===== config.mk =====
export PLATFORM = sky130hd
export DESIGN_NAME = flash_fetch_prefetcher
export DESIGN_NICKNAME = d
export VERILOG_FILES = /design/src/rtl/flash_fetch_prefetcher_pkg.sv /design/src/rtl/flash_fetch_prefetcher_fifo.sv /design/src/rtl/flash_fetch_prefetcher.sv
export SDC_FILE = /design/constraint.sdc
export NUM_CORES = 1
export LEC_CHECK = 0
export CORE_ASPECT_RATIO = 0.5
export CORE_MARGIN = 5
export CORE_UTILIZATION = 40
export DETAILED_ROUTE_END_ITERATION = 10
export SYNTH_ARGS = -nofsm -noshare
export SYNTH_HDL_FRONTEND = slang
export SYNTH_HIERARCHICAL = 1
export SYNTH_SLANG_ARGS = --single-unit

===== constraint.sdc =====
create_clock -name wb_clk_i -period 13.1 [get_ports wb_clk_i]
set_clock_uncertainty 0.1 [all_clocks]
set_input_delay 2.62 -clock wb_clk_i [delete_from_list [all_inputs] [get_ports wb_clk_i]]
set_output_delay 2.62 -clock wb_clk_i [all_outputs]
set_load 0.03 [all_outputs]

===== src/rtl/flash_fetch_prefetcher_pkg.sv =====
// Shared definitions for the Flash fetch prefetcher: widths, FSM encoding,
// FIFO entry layout and address helpers.
package flash_prefetch_defs;

    localparam int ADDR_W = 24;
    localparam int DATA_W = 32;

    localparam logic [ADDR_W-1:0] WORD_STRIDE = 24'd4;

    typedef enum logic [1:0] {
        STATE_IDLE   = 2'd0,
        STATE_STREAM = 2'd1,
        STATE_FLUSH  = 2'd2
    } state_e;

    typedef struct packed {
        logic              error;
        logic [DATA_W-1:0] data;
    } entry_t;

    function automatic logic [ADDR_W-1:0] word_align(input logic [ADDR_W-1:0] addr);
        return {addr[ADDR_W-1:2], 2'b00};
    endfunction

endpackage


===== src/rtl/flash_fetch_prefetcher_fifo.sv =====
// Synchronous FIFO of prefetched {error, data} words with occupancy count,
// same-cycle push/pop and a flush input that empties it.
module prefetch_fifo
    import flash_prefetch_defs::*;
#(
    parameter int DEPTH = 2,
    parameter int CNT_W = $clog2(DEPTH + 1)
) (
    input  logic             clk_i,
    input  logic             rst_i,
    input  logic             clear_i,
    input  logic             push_i,
    input  entry_t           wdata_i,
    input  logic             pop_i,
    output entry_t           rdata_o,
    output logic [CNT_W-1:0] count_o
);

    localparam int PTR_W = (DEPTH > 1) ? $clog2(DEPTH) : 1;

    entry_t           mem_q [DEPTH];
    logic [PTR_W-1:0] wr_ptr_q, wr_ptr_d;
    logic [PTR_W-1:0] rd_ptr_q, rd_ptr_d;
    logic [CNT_W-1:0] count_q, count_d;

    // NOTE: the storage array is not reset; pointers and count define which entries are live.
    always_ff @(posedge clk_i) begin
        if (push_i && !clear_i) begin
            mem_q[wr_ptr_q] <= wdata_i;
        end
    end

    always_comb begin
        wr_ptr_d = wr_ptr_q;
        rd_ptr_d = rd_ptr_q;
        count_d  = count_q;
        if (clear_i) begin
            wr_ptr_d = '0;
            rd_ptr_d = '0;
            count_d  = '0;
        end else begin
            if (push_i) wr_ptr_d = wr_ptr_q + PTR_W'(1);
            if (pop_i)  rd_ptr_d = rd_ptr_q + PTR_W'(1);
            count_d = count_q + CNT_W'(push_i) - CNT_W'(pop_i);
        end
    end

    // NOTE: state registers use non-blocking assignments so every flop samples pre-edge values.
    always_ff @(posedge clk_i or posedge rst_i) begin
        if (rst_i) begin
            wr_ptr_q <= '0;
            rd_ptr_q <= '0;
            count_q  <= '0;
        end else begin
            wr_ptr_q <= wr_ptr_d;
            rd_ptr_q <= rd_ptr_d;
            count_q  <= count_d;
        end
    end

    assign rdata_o = mem_q[rd_ptr_q];
    assign count_o = count_q;

endmodule


===== src/rtl/flash_fetch_prefetcher.sv =====
// Read-only Wishbone pipelined master that serves single-word instruction
// fetches from a sequential prefetch stream, restarting it on any branch.
module flash_fetch_prefetcher
    import flash_prefetch_defs::*;
#(
    parameter int PREFETCH_DEPTH = 2
) (
    input  logic              wb_clk_i,
    input  logic              wb_rst_i,
    input  logic              fetch_req,
    input  logic [ADDR_W-1:0] fetch_addr,
    output logic              fetch_ready,
    output logic              fetch_valid,
    output logic [DATA_W-1:0] fetch_data,
    output logic              fetch_error,
    output logic              wb_cyc_o,
    output logic              wb_stb_o,
    output logic              wb_we_o,
    output logic [3:0]        wb_sel_o,
    output logic [ADDR_W-1:0] wb_adr_o,
    input  logic [DATA_W-1:0] wb_data_i,
    input  logic              wb_ack_i,
    input  logic              wb_error_i,
    input  logic              wb_stall_i
);

    localparam int                CNT_W     = $clog2(PREFETCH_DEPTH + 1);
    localparam int                SUM_W     = CNT_W + 1;
    localparam logic [SUM_W-1:0]  DEPTH_SUM = SUM_W'(PREFETCH_DEPTH);

    state_e            state_q, state_d;
    logic [ADDR_W-1:0] head_addr_q, head_addr_d;
    logic              head_known_q, head_known_d;
    logic [ADDR_W-1:0] issue_addr_q, issue_addr_d;
    logic [CNT_W-1:0]  outstanding_q, outstanding_d;
    logic              stream_stop_q, stream_stop_d;
    logic              pend_q, pend_d;
    logic              valid_q, valid_d;
    entry_t            resp_q, resp_d;

    logic              accept, hit, miss;
    logic              resp_in, resp_keep, want;
    logic              take_fifo, take_bypass;
    logic              issue, eligible, eligible_d;
    logic              fifo_push, fifo_pop;
    logic [CNT_W-1:0]  fifo_count, fifo_count_d;
    entry_t            fifo_rdata, resp_entry, taken;

    prefetch_fifo #(
        .DEPTH (PREFETCH_DEPTH),
        .CNT_W (CNT_W)
    ) u_fifo (
        .clk_i   (wb_clk_i),
        .rst_i   (wb_rst_i),
        .clear_i (miss),
        .push_i  (fifo_push),
        .wdata_i (resp_entry),
        .pop_i   (fifo_pop),
        .rdata_o (fifo_rdata),
        .count_o (fifo_count)
    );

    // Strobe eligibility uses registered state only, so the bus outputs carry no input paths.
    assign eligible = head_known_q && !stream_stop_q
                   && (({1'b0, outstanding_q} + {1'b0, fifo_count}) < DEPTH_SUM);

    assign wb_stb_o    = (state_q == STATE_STREAM) && eligible;
    assign wb_cyc_o    = wb_stb_o || (outstanding_q != '0);
    assign wb_we_o     = 1'b0;
    assign wb_sel_o    = 4'hF;
    assign wb_adr_o    = issue_addr_q;
    assign fetch_ready = !pend_q && (state_q != STATE_FLUSH);
    assign fetch_valid = valid_q;
    assign fetch_data  = resp_q.data;
    assign fetch_error = resp_q.error;

    // NOTE: every signal gets a default first so no path through this block infers a latch.
    always_comb begin
        accept      = fetch_req && fetch_ready;
        hit         = head_known_q && (fetch_addr[ADDR_W-1:2] == head_addr_q[ADDR_W-1:2]);
        miss        = accept && !hit;
        issue       = wb_stb_o && !wb_stall_i;

        // Responses in the miss cycle or during FLUSH belong to the abandoned stream.
        resp_in     = (wb_ack_i || wb_error_i) && (outstanding_q != '0);
        resp_keep   = resp_in && (state_q != STATE_FLUSH) && !miss;
        resp_entry.error = wb_error_i;
        resp_entry.data  = wb_error_i ? '0 : wb_data_i;

        want        = (pend_q || accept) && !miss;
        take_fifo   = want && (fifo_count != '0);
        take_bypass = want && (fifo_count == '0) && resp_keep;
        fifo_pop    = take_fifo;
        fifo_push   = resp_keep && !take_bypass;
        taken       = take_fifo ? fifo_rdata : resp_entry;

        pend_d        = (pend_q || accept) && !(take_fifo || take_bypass);
        valid_d       = take_fifo || take_bypass;
        resp_d        = valid_d ? taken : resp_q;
        head_addr_d   = head_addr_q;
        head_known_d  = head_known_q;
        issue_addr_d  = issue ? issue_addr_q + WORD_STRIDE : issue_addr_q;
        stream_stop_d = stream_stop_q;
        outstanding_d = outstanding_q + CNT_W'(issue) - CNT_W'(resp_in);
        fifo_count_d  = fifo_count + CNT_W'(fifo_push) - CNT_W'(fifo_pop);

        if (miss) begin
            head_addr_d   = word_align(fetch_addr);
            issue_addr_d  = word_align(fetch_addr);
            head_known_d  = 1'b1;
            stream_stop_d = 1'b0;
            fifo_count_d  = '0;
        end else begin
            if (valid_d) begin
                head_addr_d = head_addr_q + WORD_STRIDE;
                if (taken.error) head_known_d = 1'b0;
            end
            if (resp_keep && wb_error_i) stream_stop_d = 1'b1;
        end

        eligible_d = head_known_d && !stream_stop_d
                  && (({1'b0, outstanding_d} + {1'b0, fifo_count_d}) < DEPTH_SUM);

        state_d = state_q;
        if (miss && (outstanding_d != '0)) begin
            state_d = STATE_FLUSH;
        end else if (state_q == STATE_FLUSH && outstanding_d != '0) begin
            state_d = STATE_FLUSH;
        end else if (eligible_d || (outstanding_d != '0)) begin
            state_d = STATE_STREAM;
        end else begin
            state_d = STATE_IDLE;
        end
    end

    always_ff @(posedge wb_clk_i or posedge wb_rst_i) begin
        if (wb_rst_i) begin
            state_q       <= STATE_IDLE;
            head_addr_q   <= '0;
            head_known_q  <= 1'b0;
            issue_addr_q  <= '0;
            outstanding_q <= '0;
            stream_stop_q <= 1'b0;
            pend_q        <= 1'b0;
            valid_q       <= 1'b0;
            resp_q        <= '0;
        end else begin
            state_q       <= state_d;
            head_addr_q   <= head_addr_d;
            head_known_q  <= head_known_d;
            issue_addr_q  <= issue_addr_d;
            outstanding_q <= outstanding_d;
            stream_stop_q <= stream_stop_d;
            pend_q        <= pend_d;
            valid_q       <= valid_d;
            resp_q        <= resp_d;
        end
    end

endmodule


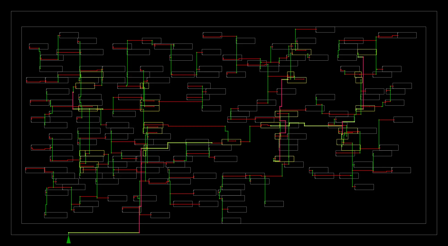
Run 1: clock routing
Power Clock: 0.488 mW
total clock sinks: 155
clock buffers: 20

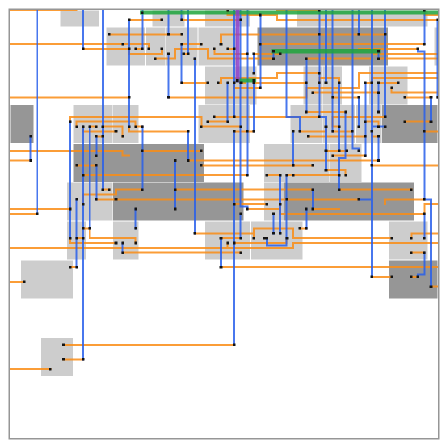
Run 1: a small window of the routed layout
Region (140, 12) to (170, 42) um. Cells in gray, sequential cells in the stronger gray; small squares are vias.
- purple: M4
- green: M3
- blue: M2
- orange: M1
- sequential cells in the window: 4
- cells with their middle in the window: 29
- most frequent: dfrtp_1 (4), nand2_1 (3), and3_1 (3)
- netlist names of flops here include: head_addr_q (3), wb_adr_o (1)

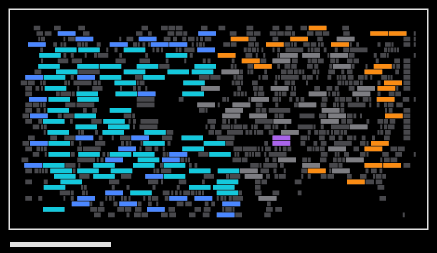
Run 1: register map, names as in the netlist
The bar under the picture is 50 um long. Other sequential cells in the stronger gray, the rest of the logic in the fainter gray.
- purple: state_q (placed flops 2)
- orange: wb_adr_o (placed flops 22)
- cyan: u_fifo/mem_q (placed flops 66)
- blue: fetch_data (placed flops 32)

==> Flow_metrics.wiki, run 1 <==
== Metrics ==
{| class="wikitable"
! Metric !! Value
|-
| CP Buf/Inv Count || 4
|-
| Syn Std Cell Area || just under 0.008 mm^2
|-
| Number of antenna diodes || 0
|-
| Internal Pwr Total || roughly 1.5 mW
|-
| Vias in the first global route || between 5000 and 6000
|-
| Outcome || complete, no violations
|-
| Number of signal-net buffers in the layout || about 120
|-
| Cell class ranked first by area || sequential cells
|-
| Final instance count without filler cells || 1076
|-
| R2r setup slk || 8.56 ns
|-
| Global route overflow || 0
|-
| DR DRC count || 0
|-
| Count of cell instances traversed by the critical path || 18
|-
| Power share of the combinational group || 0.455
|-
| Library cell with the largest summed area after synthesis || dfrtp_1
|-
| Unrepaired setup endpoints after global routing || no
|-
| TritonCTS clock tree || done
|-
| Ordered cell list for the critical path || clkdlybuf4s50_1 > xnor2_1 > nand4_1 > nor4_4 > a31oi_4 > or2_1 > buf_4 > inv_2 > ha_1 > inv_1 > ha_1 > xor2_1 > xnor2_1 > nor2_1 > fa_1 > nor2_1 > nand2_1 > o32ai_1
|-
| Cell area after placement || roughly 0.009 mm^2
|-
| Leakage power || between 3 and 4 nW
|-
| Clock insertion delay at the later pin of the skew report || between 0.4 and 0.5 ns
|}
==> run 1: cells by family after synthesis <==
group | Yosys count | synth area share
AND/OR/NAND/NOR | 254 | 0.1640
flip-flops | 155 | 0.5458
AND-OR/OR-AND | 125 | 0.09216
XOR/XNOR | 59 | 0.06880
buffers and inverters | 57 | 0.04235
multiplexers | 37 | 0.06766
adder cells (fa/ha/maj) | 10 | 0.01817
other | 2 | 0.0009739
==> run 1: power by group through the flow <==
stage | Clock (mW) | Sequential [mW] | Combinational [mW]
finish | 0.488 | 0.869 | 1.13
global route | 0.520 | 0.898 | 1.24
CTS | 0.500 | 0.870 | 1.15
detailed placement | 0 | 0.877 | 1.14
global placement | 0 | 0.869 | 1.13
floorplan | 0 | 1.01 | 0.644
Run 1, cell sizes after repair:
The bar under the picture is 50 um long.
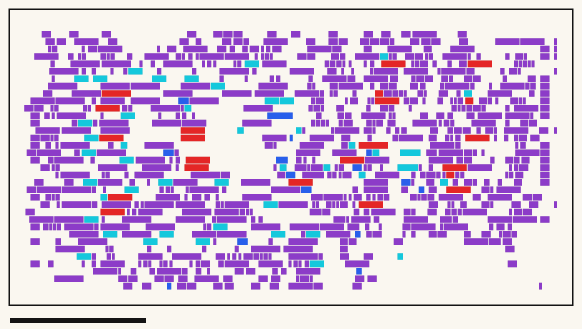

==> run 2, diff against run 1 <==
==> constraint.sdc (replaced) <==
create_clock -name wb_clk_i -period 6.44 [get_ports wb_clk_i]
set_clock_uncertainty 0.1 [all_clocks]
set_input_delay 1.288 -clock wb_clk_i [delete_from_list [all_inputs] [get_ports wb_clk_i]]
set_output_delay 1.288 -clock wb_clk_i [all_outputs]
set_load 0.03 [all_outputs]
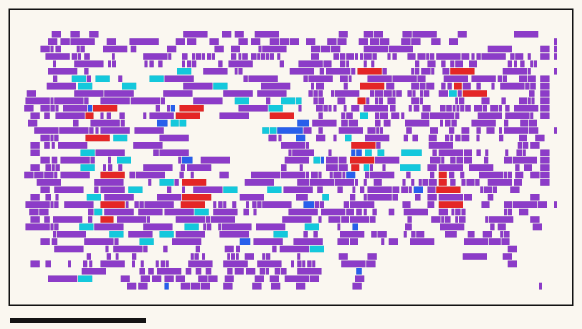
Run 2: cell sizes after repair
The bar under the picture is 50 um long.
- red: x6 and larger (cells 25; share 3.1%; most used clkbuf_16)
- purple: x1 and smaller (cells 732; share 89%; most used clkdlybuf4s50_1)
- blue: x2 (cells 17; share 2.1%; most used mux2_2)
- cyan: x3 and x4 (cells 45; share 5.5%; most used mux2_4)
Worst Slack Setup Final: 1.640 ns
Area Overhead vs Synth: 24.50%
number of signal-net buffers in the layout: 126
finished layout cell area: 0.009600 mm^2

==> run 2 against run 1 <==
Compared with the run above:
- register-to-register slack worse by 6.0 ns
- critical path depth stayed put
- synthesized cell count stayed put
- non-clock buffer count is 2 higher
- final cell count is 0.19% higher
- area after synthesis stayed put
- core utilization hardly changed
- clock power is 100% higher
- first-iteration DRC count is 66% higher
- via count is 0.16% higher
==> Flow_metrics.wiki, run 2 <==
== Metrics ==
{| class="wikitable"
! Metric !! Value
|-
| Overall global routing resource usage || 0.1704
|-
| Main area contributors || dfrtp_1 29%, edfxtp_1 26%, a21oi_1 5.6%, mux2_4 5.6%, xnor2_1 4.7%
|-
| Yosys simple share || 0.1640
|-
| Final instance count without filler cells || between 1000 and 1500
|-
| Unrepaired setup endpoints after global routing || no
|-
| Cell area after placement || between 0.009 and 0.01 mm^2
|-
| CP Buf/Inv Count || 4
|-
| Hold path cells || 1
|-
| Power Clock || between 0.9 and 1 mW
|-
| Internal Pwr Total || 2.986 mW
|-
| Library cell with the largest summed area after synthesis || dfrtp_1
|-
| MUX share of area || 0.06766
|-
| Total clock sinks || ~160
|-
| Sequential power || between 1.5 and 2 mW
|-
| Yosys Instances || approximately 700
|-
| Outcome || complete, no violations
|-
| Comb pwr || between 2 and 2.5 mW
|-
| Power share of the combinational group || 0.452
|-
| XOR/XNOR Area Share || 0.06880
|-
| Distinct cell type count of the synthesized netlist || 59
|-
| R2r setup slk || 2.56 ns
|-
| DR DRC count || 0
|-
| Number of synthesized flops with an enable pin || approximately 66
|-
| Ordered cell list for the critical path || clkdlybuf4s50_1 > xnor2_1 > nand4_1 > nor2_1 > a31oi_4 > or2_1 > buf_4 > inv_2 > ha_1 > inv_1 > ha_1 > xor2_1 > xnor2_1 > nor2_1 > fa_1 > nor2_1 > nand2_1 > o32ai_1
|-
| Number of antenna diodes || 0
|-
| Final HPWL DP || roughly 12000 um
|-
| Fp util || 0.4133
|-
| Most frequent cells in the layout || 117 x clkdlybuf4s50_1, 88 x dfrtp_1, 87 x a21oi_1, 68 x nor2_1
|-
| Count of cell instances traversed by the critical path || 18
|-
| Leakage power || between 3 and 4 nW
|-
| Clock insertion delay at the later pin of the skew report || 0.42 ns
|-
| CP top delay family || simple AND/OR/NAND/NOR gates
|-
| Number of DRC markers in iteration 0 || between 300 and 400
|-
| Seq pwr share || 0.354
|-
| Number of antenna violations at the first check in global routing || 0
|-
| TritonCTS clock tree || done
|-
| Global route overflow || 0
|-
| Depth of the most critical reg-to-reg path || 16
|-
| Main kind of combinational logic by area || simple AND/OR/NAND/NOR gates
|-
| Group drawing the most power || combinational cells
|-
| Syn Std Cell Area || 0.007711 mm^2
|-
| Gpl congestion || 0.7978
|-
| Tot Pwr || 5.074 mW
|-
| Post-synthesis adder-cell area fraction || 0.01817
|-
| Area fraction in compound gates after synthesis || 0.09216
|-
| Vias in the first global route || between 5000 and 6000
|}
==> run 2: cell counts after synthesis <==
No cell type changed its count.
==> run 2: cell type report <==
class / count / share of cell area
Inverter: 14 / 0.005995
Clock inverter: 14 / 0.01381
Multi-Input combinational cell: 492 / 0.3334
Sequential cell: 155 / 0.4386
Timing Repair Buffer: 126 / 0.1288
Tap cell: 259 / 0.03375
Clock buffer: 18 / 0.04574
==> run 2: metal layers <==
layer | global-route usage | vias up | routed length, um
met1 | 0.2396 | 2722 | 8905
met3 | 0.03356 | 11 | 816
met2 | 0.2701 | 109 | 8563
li1 | - | 2652 | -
met4 | 0.04934 | 0 | 194
met5 | 0 | - | 0
Power figures rest on the tool's default switching activity, not on a simulated workload.
